==> src/rtl/hilo_md_ctrl.sv <==
// HI/LO owner and multiply/divide sequencer for the EX stage.
// Optional macro HILO_FWD_EN: forward MTHI/MTLO data to hi_o/lo_o in the accept cycle.
module hilo_md_ctrl #(
    parameter int MUL_LAT = 2,
    parameter int DATA_W  = 32
) (
    input  logic              clk_i,
    input  logic              reset_i,
    input  logic              md_valid_i,
    output logic              md_ready_o,
    input  logic [2:0]        md_op_i,
    input  logic [DATA_W-1:0] md_src0_i,
    input  logic [DATA_W-1:0] md_src1_i,
    input  logic              flush_i,
    output logic [DATA_W-1:0] hi_o,
    output logic [DATA_W-1:0] lo_o,
    output logic              md_busy_o,
    output logic              md_done_o
);

    // state | meaning
    // IDLE  | ready for a request; MTHI/MTLO/div-by-zero complete here
    // MUL   | product held, counting down the multiply latency
    // DIV   | one restoring divide step per cycle
    // FIX   | apply quotient/remainder signs and write HI/LO
    typedef enum logic [1:0] {IDLE, MUL, DIV, FIX} state_t;

    localparam logic [2:0] OP_MULT  = 3'd1;
    localparam logic [2:0] OP_MULTU = 3'd2;
    localparam logic [2:0] OP_DIV   = 3'd3;
    localparam logic [2:0] OP_DIVU  = 3'd4;
    localparam logic [2:0] OP_MTHI  = 3'd5;
    localparam logic [2:0] OP_MTLO  = 3'd6;

    state_t                state_q, state_d;
    logic [5:0]            cnt_q, cnt_d;
    logic [DATA_W-1:0]     hi_q, hi_d, lo_q, lo_d;
    logic [2*DATA_W-1:0]   prod_q, prod_d;
    logic [DATA_W-1:0]     rem_q, rem_d, quo_q, quo_d, dvs_q, dvs_d;
    logic                  qneg_q, qneg_d, rneg_q, rneg_d;
    logic                  done_q, done_d;

    logic                  accept;
    logic                  is_signed;
    logic                  s0_neg, s1_neg;
    logic [2*DATA_W-1:0]   a_ext, b_ext;
    logic [DATA_W:0]       rem_shift;
    logic                  ge;

    assign accept    = md_valid_i && (state_q == IDLE) && !flush_i;
    assign is_signed = (md_op_i == OP_MULT) || (md_op_i == OP_DIV);
    assign s0_neg    = is_signed && md_src0_i[DATA_W-1];
    assign s1_neg    = is_signed && md_src1_i[DATA_W-1];
    assign a_ext     = {{DATA_W{s0_neg}}, md_src0_i};
    assign b_ext     = {{DATA_W{s1_neg}}, md_src1_i};

    // Remainder gets the next dividend bit; keep the carry bit for the compare.
    assign rem_shift = {rem_q, quo_q[DATA_W-1]};
    assign ge        = rem_shift >= {1'b0, dvs_q};

    always_comb begin
        state_d = state_q;
        cnt_d   = cnt_q;
        hi_d    = hi_q;
        lo_d    = lo_q;
        prod_d  = prod_q;
        rem_d   = rem_q;
        quo_d   = quo_q;
        dvs_d   = dvs_q;
        qneg_d  = qneg_q;
        rneg_d  = rneg_q;
        done_d  = 1'b0;

        if (flush_i) begin
            state_d = IDLE;
        end else begin
            unique case (state_q)
                IDLE: begin
                    if (md_valid_i) begin
                        case (md_op_i)
                            OP_MTHI: hi_d = md_src0_i;
                            OP_MTLO: lo_d = md_src0_i;
                            OP_MULT, OP_MULTU: begin
                                // Low 2W bits of the extended product are exact for both signednesses.
                                prod_d  = a_ext * b_ext;
                                cnt_d   = 6'(MUL_LAT - 1);
                                state_d = MUL;
                            end
                            OP_DIV, OP_DIVU: begin
                                if (md_src1_i == '0) begin
                                    hi_d   = md_src0_i;
                                    lo_d   = '1;
                                    done_d = 1'b1;
                                end else begin
                                    rem_d   = '0;
                                    quo_d   = s0_neg ? -md_src0_i : md_src0_i;
                                    dvs_d   = s1_neg ? -md_src1_i : md_src1_i;
                                    qneg_d  = s0_neg ^ s1_neg;
                                    rneg_d  = s0_neg;
                                    cnt_d   = 6'(DATA_W - 1);
                                    state_d = DIV;
                                end
                            end
                            default: ;
                        endcase
                    end
                end
                MUL: begin
                    if (cnt_q == '0) begin
                        {hi_d, lo_d} = prod_q;
                        done_d       = 1'b1;
                        state_d      = IDLE;
                    end else begin
                        cnt_d = cnt_q - 6'd1;
                    end
                end
                DIV: begin
                    rem_d = ge ? DATA_W'(rem_shift - {1'b0, dvs_q}) : rem_shift[DATA_W-1:0];
                    quo_d = {quo_q[DATA_W-2:0], ge};
                    if (cnt_q == '0) begin
                        state_d = FIX;
                    end else begin
                        cnt_d = cnt_q - 6'd1;
                    end
                end
                FIX: begin
                    lo_d    = qneg_q ? -quo_q : quo_q;
                    hi_d    = rneg_q ? -rem_q : rem_q;
                    done_d  = 1'b1;
                    state_d = IDLE;
                end
                default: state_d = IDLE;
            endcase
        end
    end

    always_ff @(posedge clk_i) begin
        if (reset_i) begin
            state_q <= IDLE;
            cnt_q   <= '0;
            hi_q    <= '0;
            lo_q    <= '0;
            prod_q  <= '0;
            rem_q   <= '0;
            quo_q   <= '0;
            dvs_q   <= '0;
            qneg_q  <= 1'b0;
            rneg_q  <= 1'b0;
            done_q  <= 1'b0;
        end else begin
            state_q <= state_d;
            cnt_q   <= cnt_d;
            hi_q    <= hi_d;
            lo_q    <= lo_d;
            prod_q  <= prod_d;
            rem_q   <= rem_d;
            quo_q   <= quo_d;
            dvs_q   <= dvs_d;
            qneg_q  <= qneg_d;
            rneg_q  <= rneg_d;
            done_q  <= done_d;
        end
    end

    assign md_ready_o = (state_q == IDLE);
    assign md_busy_o  = (state_q != IDLE);
    assign md_done_o  = done_q;

`ifdef HILO_FWD_EN
    assign hi_o = (accept && md_op_i == OP_MTHI) ? md_src0_i : hi_q;
    assign lo_o = (accept && md_op_i == OP_MTLO) ? md_src0_i : lo_q;
`else
    // accept only matters for the forwarding path.
    logic unused_accept;
    assign unused_accept = accept;
    assign hi_o = hi_q;
    assign lo_o = lo_q;
`endif

endmodule

==> config.mk <==
export PLATFORM = sky130hd
export DESIGN_NAME = hilo_md_ctrl
export DESIGN_NICKNAME = d
export VERILOG_FILES = /design/src/rtl/hilo_md_ctrl.sv
export SDC_FILE = /design/constraint.sdc
export NUM_CORES = 2
export LEC_CHECK = 0
export CAP_MARGIN = 20
export CORE_ASPECT_RATIO = 1.25
export CORE_MARGIN = 4
export CORE_UTILIZATION = 25
export DETAILED_ROUTE_END_ITERATION = 8
export RECOVER_POWER = 25
export SKIP_CTS_REPAIR_TIMING = 1
export SLEW_MARGIN = 10
export SYNTH_ARGS = -nofsm -noshare
export SYNTH_HDL_FRONTEND = slang
export SYNTH_SLANG_ARGS = --single-unit
==> constraint.sdc <==
create_clock -name clk_i -period 35.5 [get_ports clk_i]
set_clock_uncertainty 0.1 [all_clocks]
set_input_delay 8.875 -clock clk_i [delete_from_list [all_inputs] [get_ports clk_i]]
set_output_delay 8.875 -clock clk_i [all_outputs]
set_load 0.02 [all_outputs]
Signal metal coverage by tile:
21 x 26 tiles, from dark blue (low) to red (high), scaled to the fullest tile. Values are wire area over tile area, all layers added.
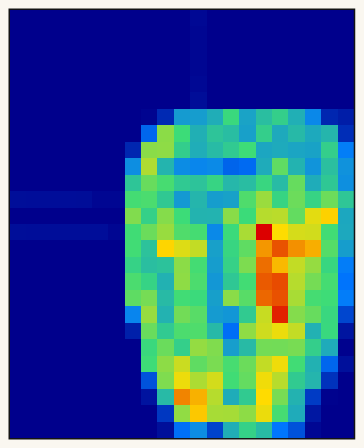
50% of the tiles are nearly empty. The densest ninth of the die: right middle. 22% of the tiles are over half the peak. The mean over all tiles is 0.13. The fullest tile reaches 0.54.

Clock nets:
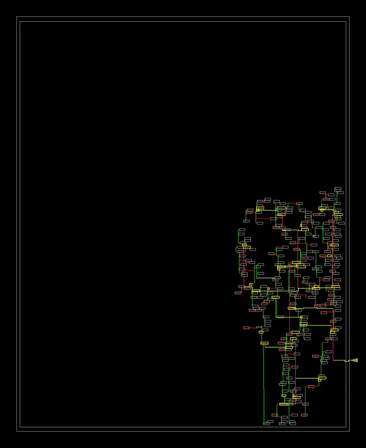
Sinks on Clock Net: 235
# clk buffers: 31
total clock buffers created by CTS: 23
clk ins delay skew pair: 0.57 ns

==> out/metrics.sh <==
GRT_ANTENNA_BEFORE_REPAIR=15
GRT_SETUP_UNREPAIRED='false'
PLACEMENTROWS=186
DRT_ITER0_DRC=2653
CLK_TRANSITION_REPORTED_PATHS_NS=0.08
ROUTED_VIA_DENSITY=4.75
IO_BUFFERS=137
POST-SYNTH-TOP-COUNT-CELL='inv_1'
MOSTFREQUENTLAYOUTCELLS='inv_1, fa_1, nand2_1'
WL_MET2_MM=81.6
TRITONCTS_CLOCK_TREE='done'
SYN-CELL-AREA_UM2=51900
IO_PINS=138
TIMING_MAX_TRANSITION_VIOLATIONS_FINAL=93
SETUP_VIOL_COUNT_FINAL=0
SYNTH_WARNINGS=0
TOPROUTINGLAYERUSED='met5'
SYNTH.TOP_CELLS.BY_COUNT='inv_1, fa_1, nand2_1'
SYN-MEAN-INSTANCE-AREA_UM2=8.57
SYNTHADDERAREAFRAC=0.495
HPWL_MM=126
MAXCAPVIOLCOUNT=2
WORSTSETUPENDPOINTTYPE='flop'
PERIOD_USED_SHARE=0.521
SEQUENTIAL_TO_TOTAL_AREA_SHARE_FROM_YOSYS_STAT=0.0906
SYNTH_CHIP_AREA_UM2=51900
VIA_COUNT=41149
TOPCOMBFAMILYBYAREA='adder cells'
STATUS='finished with violations'
DRIVE_ABOVE_1_SHARE=0.0378
TIMING.CRITICAL_PATH.ARRIVAL_NS=18.85
NETLIST_TOP_CELLS_AREA='fa_1, dfxtp_1, inv_1, nand2_1, ha_1'
PIN_COUNT_OF_THE_BIGGEST_NET_ENTERING_GLOBAL_ROUTING=102
VIOLATIONS_IN_THE_FINAL_REPORTS='capacitance limit, slew limit'
Register map, names as in the netlist:
Bar = 100 um. Other sequential cells in the stronger grey, the rest of the logic in the fainter grey.
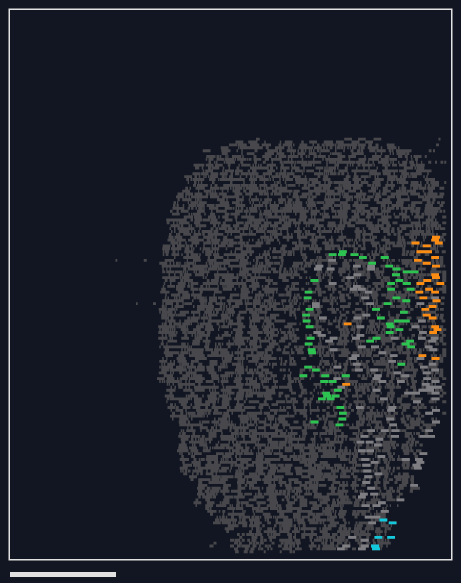
Green is `prod_q`, placed flops 64, where right middle. Orange is `lo_o`, placed flops 32, where right middle. Cyan is `cnt_q`, placed flops 6, where bottom right.
Another 133 sequential cells are not coloured.

Port wiring:
Bar = 100 um.
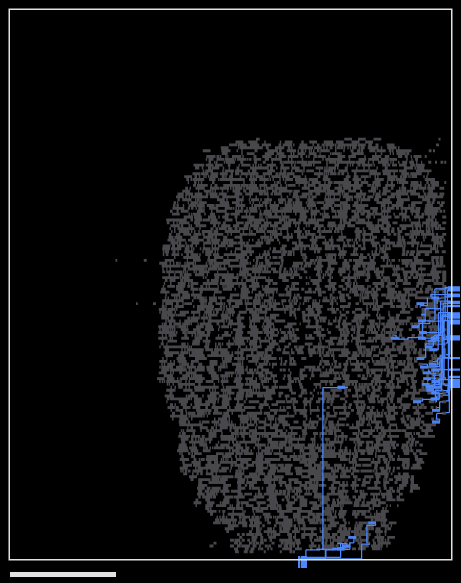
Blue is `hi_o`, direction output, end cells 32, buffers 32, wire 1810 um.

-- through the flow --
step / worst slack [ns] / util
finish: 17.01 / 0.275
global route: 16.50 / 0.275
CTS: 17.01 / 0.274
detailed placement: 16.39 / 0.270
global placement: 16.56 / 0.270
floorplan: 18.23 / -
-- layout make-up --
| class | count | area, um^2 | area share |
|---|---|---|---|
| Inverter | 1228 | 4610 | 0.0815 |
| Clock inverter | 11 | 136 | 0.00241 |
| Multi-Input combinational cell | 4196 | 41100 | 0.727 |
| Clock buffer | 31 | 676 | 0.0119 |
| Sequential cell | 235 | 4700 | 0.0832 |
| Antenna cell | 11 | 27.5 | 0.000487 |
| Tap cell | 2726 | 3410 | 0.0603 |
| Timing Repair Buffer | 230 | 1870 | 0.0330 |
-- flip-flops by register name, summed over array words and instances, names as in the netlist --
signal / cells
prod_q: 64
quo_q: 32
lo_o: 32
hi_o: 32
state_q: 2
qneg_q: 1
md_done_o: 1
rneg_q: 1
dvs_q: 32
cnt_q: 6
rem_q: 32
-- path summary, 6_finish.rpt --
| check | startpoint | endpoint | slack (ns) | cells past startpoint |
|---|---|---|---|---|
| worst max-delay path | md_op_i[0] | prod_q[61]$_SDFFE_PP0P_ | 17.01 | 31 |
| worst min-delay path | dvs_q[22]$_SDFFE_PP0P_ | dvs_q[22]$_SDFFE_PP0P_ | 0.35 | 2 |
| worst max register to register | state_q[0]$_SDFFE_PP0P_ | prod_q[38]$_SDFFE_PP0P_ | 30.21 | 8 |
| worst min register to register | dvs_q[22]$_SDFFE_PP0P_ | dvs_q[22]$_SDFFE_PP0P_ | 0.35 | 2 |
-- per-layer routing --
layer	global-route usage	vias up
met1	0.186	21186
li1	-	18036
met4	0.0591	2
met5	0	-
met2	0.269	1536
met3	0.0189	389
